Fig. 1: run 1, power grid
Scale: 4 px per um. Pins as bars on the die edge. Tap cells in grey.
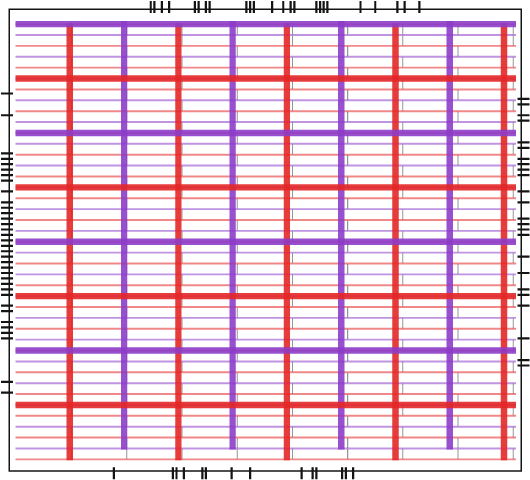
Fig. 2: run 1, cell classes on the final placement
Scale: 4 px per um. Fill, decap, tap and diode cells in grey.
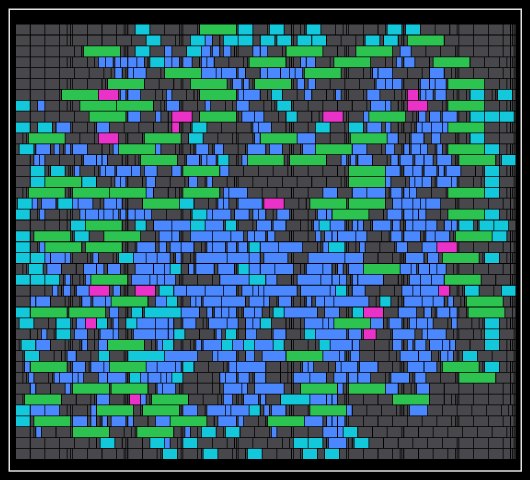
Fig. 3: run 1, routed clock nets over the placement
Scale: 3 px per um.
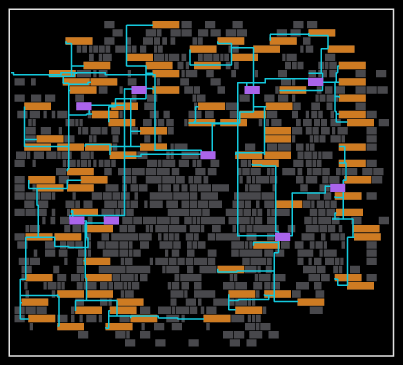
==> src/rtl/approx_add_err_sweep_pkg.sv <==
// Shared types and width helpers for the approximate-arithmetic
// characterization sweepers (adder now, subtractor/multiplier later).
package axc_char_pkg;

  typedef enum logic [1:0] {
    IDLE  = 2'd0,
    SWEEP = 2'd1,
    DONE  = 2'd2
  } state_t;

  // Sum of 2^(2w) errors, each below 2^(w+1).
  function automatic int sum_w(input int w);
    return 3 * w + 1;
  endfunction

  // Count of up to 2^(2w) pairs.
  function automatic int cnt_w(input int w);
    return 2 * w + 1;
  endfunction

endpackage

==> src/rtl/approx_add_err_sweep_if.sv <==
// Operand/result bus between the sweeper and the adder under test.
interface approx_add_err_sweep_if #(
  parameter int WIDTH = 8
);

  logic [WIDTH-1:0] op_a;
  logic [WIDTH-1:0] op_b;
  logic [WIDTH:0]   approx_sum;

  modport master (
    output op_a,
    output op_b,
    input  approx_sum
  );

  modport slave (
    input  op_a,
    input  op_b,
    output approx_sum
  );

endinterface

==> src/rtl/approx_add_err_sweep_abs_diff.sv <==
// Combinational unsigned |x - y|, shared by the sibling sweepers.
module abs_diff #(
  parameter int N = 9
) (
  input  logic [N-1:0] x,
  input  logic [N-1:0] y,
  output logic [N-1:0] d
);

  always_comb begin
    d = '0;
    if (x >= y) d = x - y;
    else        d = y - x;
  end

endmodule

==> src/rtl/approx_add_err_sweep.sv <==
// Exhaustive error sweep of an approximate unsigned adder:
// accumulates sum of |err|, worst-case error with operands, error count.
module approx_add_err_sweep
  import axc_char_pkg::*;
#(
  parameter int WIDTH = 8,
  localparam int SW = sum_w(WIDTH),
  localparam int CW = cnt_w(WIDTH),
  localparam int NW = 2 * WIDTH
) (
  input  logic                   clk,
  input  logic                   rst,
  input  logic                   start,
  approx_add_err_sweep_if.master add,
  output logic                   busy,
  output logic                   done,
  output logic [SW-1:0]          sum_abs_err,
  output logic [WIDTH:0]         max_err,
  output logic [WIDTH-1:0]       max_err_a,
  output logic [WIDTH-1:0]       max_err_b,
  output logic [CW-1:0]          err_count
);

  state_t state;
  state_t state_n;

  logic [NW-1:0]  cnt;
  logic           load;
  logic           step;
  logic           last;
  logic [WIDTH:0] exact;
  logic [WIDTH:0] e;

  assign add.op_a = cnt[WIDTH-1:0];
  assign add.op_b = cnt[NW-1:WIDTH];

  assign last  = &cnt;
  assign exact = {1'b0, add.op_a} + {1'b0, add.op_b};

  abs_diff #(
    .N (WIDTH + 1)
  ) u_abs_diff (
    .x (add.approx_sum),
    .y (exact),
    .d (e)
  );

  always_ff @(posedge clk or posedge rst) begin
    if (rst) state <= IDLE;
    else     state <= state_n;
  end

  always_comb begin
    state_n = state;
    load    = 1'b0;
    step    = 1'b0;
    unique case (state)
      IDLE, DONE: begin
        if (start) begin
          load    = 1'b1;
          state_n = SWEEP;
        end
      end
      SWEEP: begin
        step = 1'b1;
        if (last) state_n = DONE;
      end
      default: state_n = IDLE;
    endcase
  end

  assign busy = (state == SWEEP);
  assign done = (state == DONE);

  always_ff @(posedge clk or posedge rst) begin
    if (rst) begin
      cnt         <= '0;
      sum_abs_err <= '0;
      max_err     <= '0;
      max_err_a   <= '0;
      max_err_b   <= '0;
      err_count   <= '0;
    end else if (load) begin
      cnt         <= '0;
      sum_abs_err <= '0;
      max_err     <= '0;
      max_err_a   <= '0;
      max_err_b   <= '0;
      err_count   <= '0;
    end else if (step) begin
      // Counter parks on the last pair so DONE shows it.
      if (!last) cnt <= cnt + NW'(1);
      sum_abs_err <= sum_abs_err + SW'(e);
      err_count   <= err_count + CW'(e != '0);
      if (e > max_err) begin
        max_err   <= e;
        max_err_a <= add.op_a;
        max_err_b <= add.op_b;
      end
    end
  end

endmodule

==> src/flat_wrapper.sv <==
// flat-port wrapper written by rule: the top's interface ports become plain ports
module approx_add_err_sweep_flat import axc_char_pkg::*;
#(
  parameter int WIDTH = 8,
  localparam int SW = sum_w(WIDTH),
  localparam int CW = cnt_w(WIDTH),
  localparam int NW = 2 * WIDTH
)
  (clk, rst, start, busy, done, sum_abs_err, max_err, max_err_a, max_err_b, err_count, add_op_a, add_op_b, add_approx_sum);
  approx_add_err_sweep_if #(.WIDTH(WIDTH)) add_i ();
  input  logic clk;
  input  logic rst;
  input  logic start;
  output logic busy;
  output logic done;
  output logic [SW-1:0] sum_abs_err;
  output logic [WIDTH:0] max_err;
  output logic [WIDTH-1:0] max_err_a;
  output logic [WIDTH-1:0] max_err_b;
  output logic [CW-1:0] err_count;
  output wire logic [$bits(add_i.op_a)-1:0] add_op_a;
  output wire logic [$bits(add_i.op_b)-1:0] add_op_b;
  input wire logic [$bits(add_i.approx_sum)-1:0] add_approx_sum;
  assign add_op_a = add_i.op_a;
  assign add_op_b = add_i.op_b;
  assign add_i.approx_sum = add_approx_sum;
  approx_add_err_sweep #(.WIDTH(WIDTH)) u_core (.clk(clk), .rst(rst), .start(start), .add(add_i), .busy(busy), .done(done), .sum_abs_err(sum_abs_err), .max_err(max_err), .max_err_a(max_err_a), .max_err_b(max_err_b), .err_count(err_count));
endmodule
==> config.mk <==
export PLATFORM = sky130hd
export DESIGN_NAME = approx_add_err_sweep_flat
export DESIGN_NICKNAME = d
export VERILOG_FILES = /design/src/rtl/approx_add_err_sweep_pkg.sv /design/src/rtl/approx_add_err_sweep_if.sv /design/src/rtl/approx_add_err_sweep_abs_diff.sv /design/src/rtl/approx_add_err_sweep.sv /design/src/flat_wrapper.sv
export SDC_FILE = /design/constraint.sdc
export NUM_CORES = 1
export LEC_CHECK = 0
export CORE_ASPECT_RATIO = 0.9
export CORE_MARGIN = 1
export CORE_UTILIZATION = 40
export CTS_BUF_LIST = sky130_fd_sc_hd__clkbuf_2 sky130_fd_sc_hd__clkbuf_4 sky130_fd_sc_hd__clkbuf_8
export CTS_CLUSTER_SIZE = 30
export DETAILED_ROUTE_END_ITERATION = 8
export HOLD_SLACK_MARGIN = 0.15
export PLACE_DENSITY = 0.65
export REMOVE_ABC_BUFFERS = 1
export SKIP_CTS_REPAIR_TIMING = 1
export SKIP_LAST_GASP = 1
export SLEW_MARGIN = 20
export SYNTH_ARGS = -nofsm -noshare
export SYNTH_HDL_FRONTEND = slang
export SYNTH_SLANG_ARGS = --single-unit
==> constraint.sdc <==
create_clock -name clk -period 5.5 [get_ports clk]
set_input_delay 1.1 -clock clk [delete_from_list [all_inputs] [get_ports clk]]
set_output_delay 1.1 -clock clk [all_outputs]
set_load 0.005 [all_outputs]
==> flow_summary.toml, run 1 <==
# implementation run metrics
[critical_path]
cp.required_ps = 5760
startpoint_type = "register"
r2r_slack_ps = -20
r2r_start = "u_core.cnt[0]"
slowest_stage = "a221o_1"
cp_common_cell = "inv_2"
path_class = "reg -> reg"

[detailed_routing]
postRouteAntennaNets = 0
via_per_inst = 5.17

[global_routing]
grt_max_degree = 47
track_usage_pct = 20.2
antenna_found_initial = 0

[pwr]
comb_power_mw = 3.35
total_power_mw = 4.79
p_int_mw = 2.70
powerDensity_mw_per_mm2 = 642
p_clk_share_pct = 8.8
sw_frac_of_total_pct = 43.6

[placed_design]
dp_hpwl_um = 10600
gp_congestion = 0.836

[timing]
skew_ps = 14.8
whs_ps = 481
hold_violations = 0
relSlewSlack_pct = 30.4
period_needed_ps = 5520
setup_viol = 8
setup_slack_ps = -18.6

[clock_network]
cts_buffer_depth = 2
cts_tree = "built"
clk_pin_slew_ps = 90

[floorplanning]
die_area_mm2 = 0.0147
pin_count = 97
fp_util_pct = 41.7

[hold_path]
min_to = "u_core.sum_abs_err[24]"
hold_path.class = "reg -> reg"

[flow_run]
cap_violations = 0

[synth]
top_cell_area_share_pct = 37.4
ys_cells = 600
common_cells = "85 x dfrtp_1, 63 x nand2_1, 58 x inv_1"
async_reset_ff_share_pct = 100
ys_chip_area_mm2 = 0.00568
synth-edff-count = 0

[finish]
fin_cells = 919
antenna_cells = 0

[run_status]
violations = "setup timing"
status = "complete, but fails checks"
About Fig. 1:
- red: VSS
- purple: VDD
- rows: 40
- signal pins: 97
- met5 straps: 8
Peak supply drop: 0.287 mV
DIE WIDTH: 128 um
core area: 0.0136 mm^2

About Fig. 2:
- cyan: other buffers and delay cells (cells 132; share of their area 18%)
- green: flops (cells 85; share of their area 29%)
- magenta: clock drivers and dummy loads (cells 16; share of their area 2.5%)
- blue: all other logic (cells 497; share of their area 50%)
flop share of the area: 28.5%
row cnt: 40
Final Cell Area: 0.00747 mm^2
Final Core Density: 54.9%

About Fig. 3:
- cyan: clock wires (length 1220 um)
- purple: cells driving clock nets (count 9)
- orange: flip-flops (count 85)
- routed clock nets: 10
- flops lie: spread over the die

## run 1: worst max path at each step
stage | start | endpoint | slack, ps | cells past startpoint
final | u_core.cnt[0] | u_core.max_err[4] | -20 | 25
after global routing | u_core.cnt[8] | u_core.max_err_a[1] | -330 | 26
after CTS | u_core.cnt[8] | u_core.max_err_b[4] | -170 | 27
after detailed placement | u_core.cnt[8] | u_core.max_err_b[4] | -140 | 27
after global placement | u_core.cnt[8] | u_core.max_err_b[5] | 70 | 27
after floorplan | u_core.cnt[0] | u_core.max_err[2] | -820 | 24
## run 1: kinds of logic after synthesis
logic type / after synthesis / synth area share (%)
flops: 85 / 37.4
xor+xnor: 42 / 6.98
compound gates: 109 / 13.5
buf+inv: 76 / 5.46
mux: 46 / 8.37
fa+ha+maj: 51 / 11.5
simple gates: 191 / 16.7
## run 1: per-layer routing
metal,GRT usage [%],vias to the layer above,part of all wire (%)
met4,6.35,0,1.4
li1,-,2335,-
met2,33.4,116,47
met1,25.6,2282,46
met5,0,-,0
met3,6.05,15,5.7
## run 1: through the flow
stage          TNS [ps]  instance area [um^2]
6_report          -85.2                  7470
3_5_place_dp      -2590                  7020
3_3_place_gp          0                  7020
4_1_cts           -3090                  7200
2_1_floorplan    -16230                  5590
5_1_grt           -8630                  7470
## run 1: cell type report
type                    count  area, um^2  share of cell area, %
flip-flops and latches     85        2130                   28.5
inverters                  58         219                   2.93
clock buffers              11         145                   1.94
well taps                 189         236                   3.17
clock inverters             5        36.3                  0.486
repair buffers            132        1290                   17.2
multi-input cells         439        3420                   45.8
## run 1: flip-flops by register name, summed over array words and instances (netlist names)
register            flops
u_core.state            2
u_core.sum_abs_err     25
u_core.max_err_b        8
u_core.max_err          9
u_core.max_err_a        8
u_core.err_count       17
u_core.cnt             16
==> run 2, diff against run 1 <==
Settings changed: CORE_MARGIN 1 to 4.
==> run 2 against run 1 <==
  * The run now ends clean
  * Fmax up 1.8%
  * First-iteration DRC count fell by 28%
  * Sequential share of layout area shrank 0.59 points
  * Worst hold slack better by 7.6 ps
  * Die size increased by 10%
  * Final cell count up 2.1%
  * Flip-flop count did not move
  * Critical path type unchanged
  * Largest cell class unchanged
==> flow_summary.toml, run 2 <==
# implementation run metrics
[run_status]
status = "complete, no violations"

[timing]
hold_violations = 0
skew_ps = 11.6
setup_slack_ps = 79.5
period_needed_ps = 5420
relSlewSlack_pct = 33.0
setup_viol = 0

[critical_path]
cp.required_ps = 5810
crit_cells = 25
startpoint_type = "register"
cp_common_cell = "inv_2"

[floorplanning]
rows = 41
pin_count = 97
die_area_mm2 = 0.0162

[synth]
async_reset_ff_share_pct = 100
ys_cells = 600
synth-edff-count = 0

[detailed_routing]
wl_met2_um = 7050
dr_wl_met3_um = 871
postRouteAntennaNets = 0

[global_routing]
grt-busiest-layer = "met2"
global_route.usage.met1_pct = 23.4

[placed_design]
gp_congestion = 0.924
dp_hpwl_um = 10700

[finish]
largest_reg_flops = 25
reg.largest.list = "u_core.sum_abs_err (25), u_core.err_count (17), u_core.cnt (16)"

[clock_network]
clk_pin_slew_ps = 90

[pwr]
powerDensity_mw_per_mm2 = 653
==> run 2: cell counts after synthesis <==
No cell type changed its count.
==> run 2: worst max path at each step <==
stage	from	endpoint	slack, ps
after floorplan	u_core.cnt[0]	u_core.max_err[2]	-820
final	u_core.cnt[0]	u_core.sum_abs_err[21]	80
after global placement	add_approx_sum[4]	u_core.max_err[3]	90
after detailed placement	add_approx_sum[4]	u_core.max_err[1]	-70
after CTS	u_core.cnt[9]	u_core.max_err_a[6]	-80
after global routing	u_core.cnt[0]	u_core.max_err[0]	-220
==> run 2: logic make-up (layout without fill, tap and decap cells) <==
kind of cell / count (synthesis) / count (layout) / synth area share [%]
buffers and inverters: 76 / 221 / 5.46
flip-flops: 85 / 85 / 37.4
adder cells (fa/ha/maj): 51 / 51 / 11.5
AND/OR/NAND/NOR: 191 / 191 / 16.7
multiplexers: 46 / 46 / 8.37
AND-OR/OR-AND: 109 / 109 / 13.5
XOR/XNOR: 42 / 42 / 6.98
==> run 2: area by class of cell <==
| type | count | area (um^2) |
|---|---|---|
| clock buffers | 12 | 159 |
| flip-flops and latches | 85 | 2130 |
| inverters | 58 | 219 |
| multi-input cells | 439 | 3430 |
| repair buffers | 147 | 1400 |
| well taps | 193 | 241 |
| fillers | 1270 | 6320 |
| clock inverters | 4 | 56.3 |
==> run 2: per-stage QoR <==
step	cells	power [mW]	TNS, ps	hold WS (ps)
2_1_floorplan	582	2.97	-16230	469
3_3_place_gp	907	3.97	0	477
3_5_place_dp	907	4.07	-1060	485
4_1_cts	923	4.58	-1110	495
5_1_grt	938	5.37	-5980	525
6_report	938	4.98	0	489
==> run 2: power breakdown <==
part,switching (mW),internal [mW]
combinational,1.69,1.79
clock,0.242,0.242
sequential,0.193,0.832
Fig. 4: run 2, power grid
Scale: 4 px per um. Pins as bars on the die edge. Tap cells in grey.
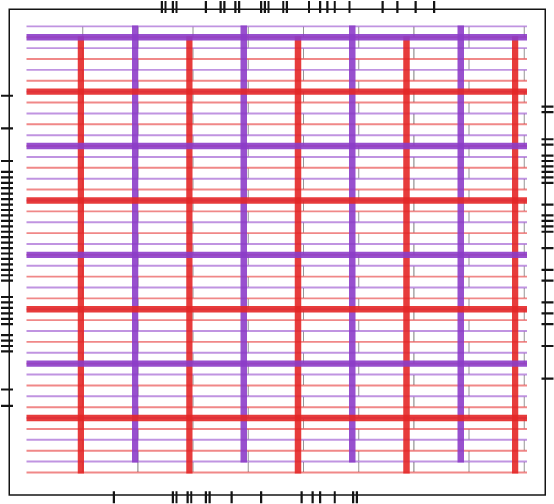
- purple: VDD
- red: VSS
- signal pins: 97
- met4 straps: 9
- met1 rails: 42
- tap cells: 193
height of the chip: 121 um
Peak supply drop: 0.290 mV
core area: 0.0140 mm^2
DIE WIDTH: 134 um

Fig. 5: run 2, track usage over the die
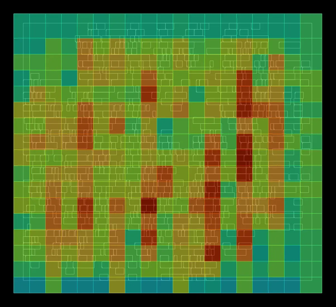

==> run 3, diff against run 2 <==
Settings changed: PLACE_DENSITY 0.65 to unset.
Clock period 5.5 ns to 5.2 ns, I/O delays scaled along.
Fig. 6: run 3, track usage over the die
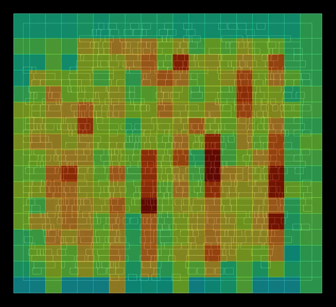
met1 Use GR: 24.1%
Final Core Density: 58.6%
met2 Resource Use GR: 30.4%
gr busiest metal: met2
GR Util All Layers: 18.5%

==> run 3 against run 2 <==
  * The run now ends with setup timing left
  * Sequential share of layout area down 1.9 points
  * Largest cell class unchanged
  * Clock-buffer cell count fell by 1
  * Setup slack lost 360 ps
  * Critical path type unchanged
==> flow_summary.toml, run 3 <==
# implementation run metrics
[clock_network]
cts_buffer_depth = 2
clk_pin_slew_ps = 90

[placed_design]
gp_congestion = 0.875
dpl_cell_area_mm2 = 0.00733
dp_hpwl_um = 10900

[global_routing]
antenna_found_initial = 0

[floorplanning]
die_w_um = 134
pin_count = 97
rows = 41
core-area_mm2 = 0.0140
die_area_mm2 = 0.0162

[critical_path]
cp_common_cell = "inv_2"
slowest_stage = "dfrtp_1"
critPathCapture = "u_core.max_err_b[4]"
path_class = "reg -> reg"
startpoint_type = "register"

[synth]
common_cells = "85 x dfrtp_1, 63 x nand2_1, 58 x inv_1"
async_reset_ff_share_pct = 100
ys_chip_area_mm2 = 0.00568
top_cell_area_share_pct = 37.4
ys_cells = 600

[finish]
post-route-cell-area_mm2 = 0.00818
fillers = 1214
antenna_cells = 0
reg.largest.list = "u_core.sum_abs_err (25), u_core.err_count (17), u_core.cnt (16)"
logic_area_mm2 = 0.00362
seq_area_mm2 = 0.00213
fin_cells = 984

[timing]
fin_tns_setup_ps = -7980
setup_slack_ps = -283
skew_ps = 8.77
setup_viol = 46

[pwr]
combPwrFrac_pct = 73.3
p_clk_share_pct = 7.8
p_int_mw = 3.33
sw_frac_of_total_pct = 41.8
total_power_mw = 5.73
seqPwrFrac_pct = 18.9

[hold_path]
min_to = "u_core.sum_abs_err[24]"
hold_path.class = "reg -> reg"

[run_status]
violations = "setup timing"
status = "complete, but fails checks"

[flow_run]
cap_violations = 0

[detailed_routing]
postRouteAntennaNets = 0
-- run 3: cell count changes in the layout (fill, tap and decap cells not counted), moves of 4 or more --
cell	before	now
xnor2_2	1	5
o21ai_0	17	8
nand3_2	3	11
ha_1	42	35
xnor2_1	27	23
ha_4	2	6
buf_6	2	14
buf_4	46	80
o21ai_1	1	9
nand3_1	22	14
-- run 3: routing by layer --
layer / vias up / routed length, um / GRT usage, %
met5: - / 0 / 0
met4: 0 / 229 / 5.40
met3: 18 / 739 / 4.89
met2: 99 / 7420 / 30.4
met1: 2384 / 7080 / 24.1
li1: 2458 / - / -
-- run 3: power groups by stage --
stage                     combinational [mW]  sequential (mW)  clock, mW
final                                   4.20             1.08      0.446
after global routing                    4.58             1.11      0.493
after CTS                               3.42             1.06      0.464
after detailed placement                3.40             1.07          0
after global placement                  3.31             1.07          0
after floorplan                         2.07             1.07          0
-- run 3: metrics by stage --
stage	setup WS, ps	hold WS (ps)
final	-283	486
after global routing	-582	501
after CTS	-441	497
after detailed placement	-411	483
after floorplan	-1120	469
after global placement	-154	477
-- run 3: cell families after synthesis --
logic type / synth area share (%)
buffers and inverters: 5.46
AND-OR/OR-AND: 13.5
multiplexers: 8.37
adder cells (fa/ha/maj): 11.5
XOR/XNOR: 6.98
flip-flops: 37.4
AND/OR/NAND/NOR: 16.7
-- run 3: layout make-up --
| cell class | instances | share of cell area (%) |
|---|---|---|
| multi-input cells | 439 | 44.3 |
| flip-flops and latches | 85 | 26.0 |
| repair buffers | 193 | 21.9 |
| well taps | 193 | 2.95 |
| inverters | 58 | 2.68 |
| clock buffers | 11 | 1.77 |
| clock inverters | 5 | 0.444 |

==> gallery <==
Signal wires by layer.
Scale: 4 px per um.
panel A
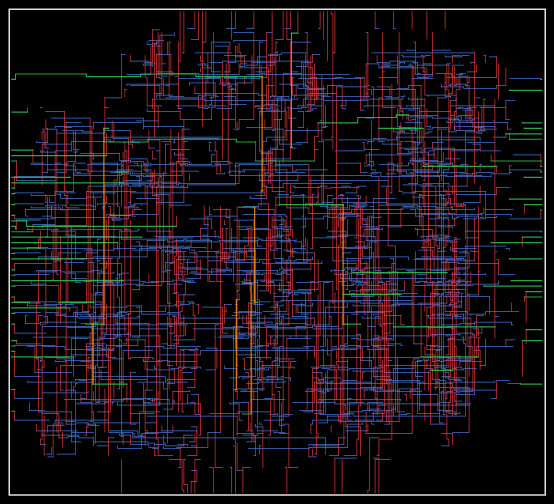
panel B
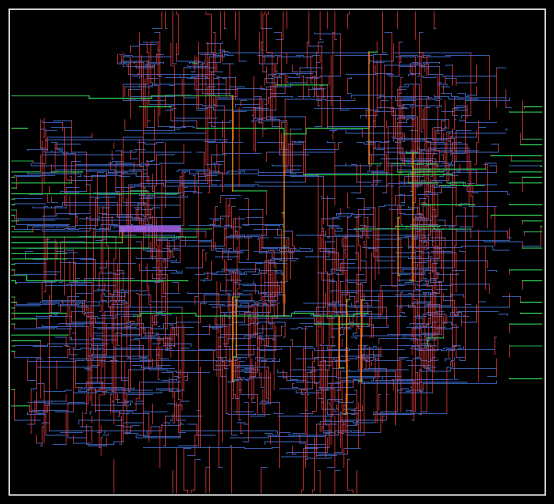
run 3 -> panel A
run 2 -> panel B

Key to panel B:
- orange: met4 (wire length 244 um)
- green: met3 (wire length 872 um)
- blue: met1 (wire length 6700 um)
- purple: met5 (wire length 13.8 um)
- red: met2 (wire length 7050 um)

No activity file was given, so power comes from the tool's default toggle rates.
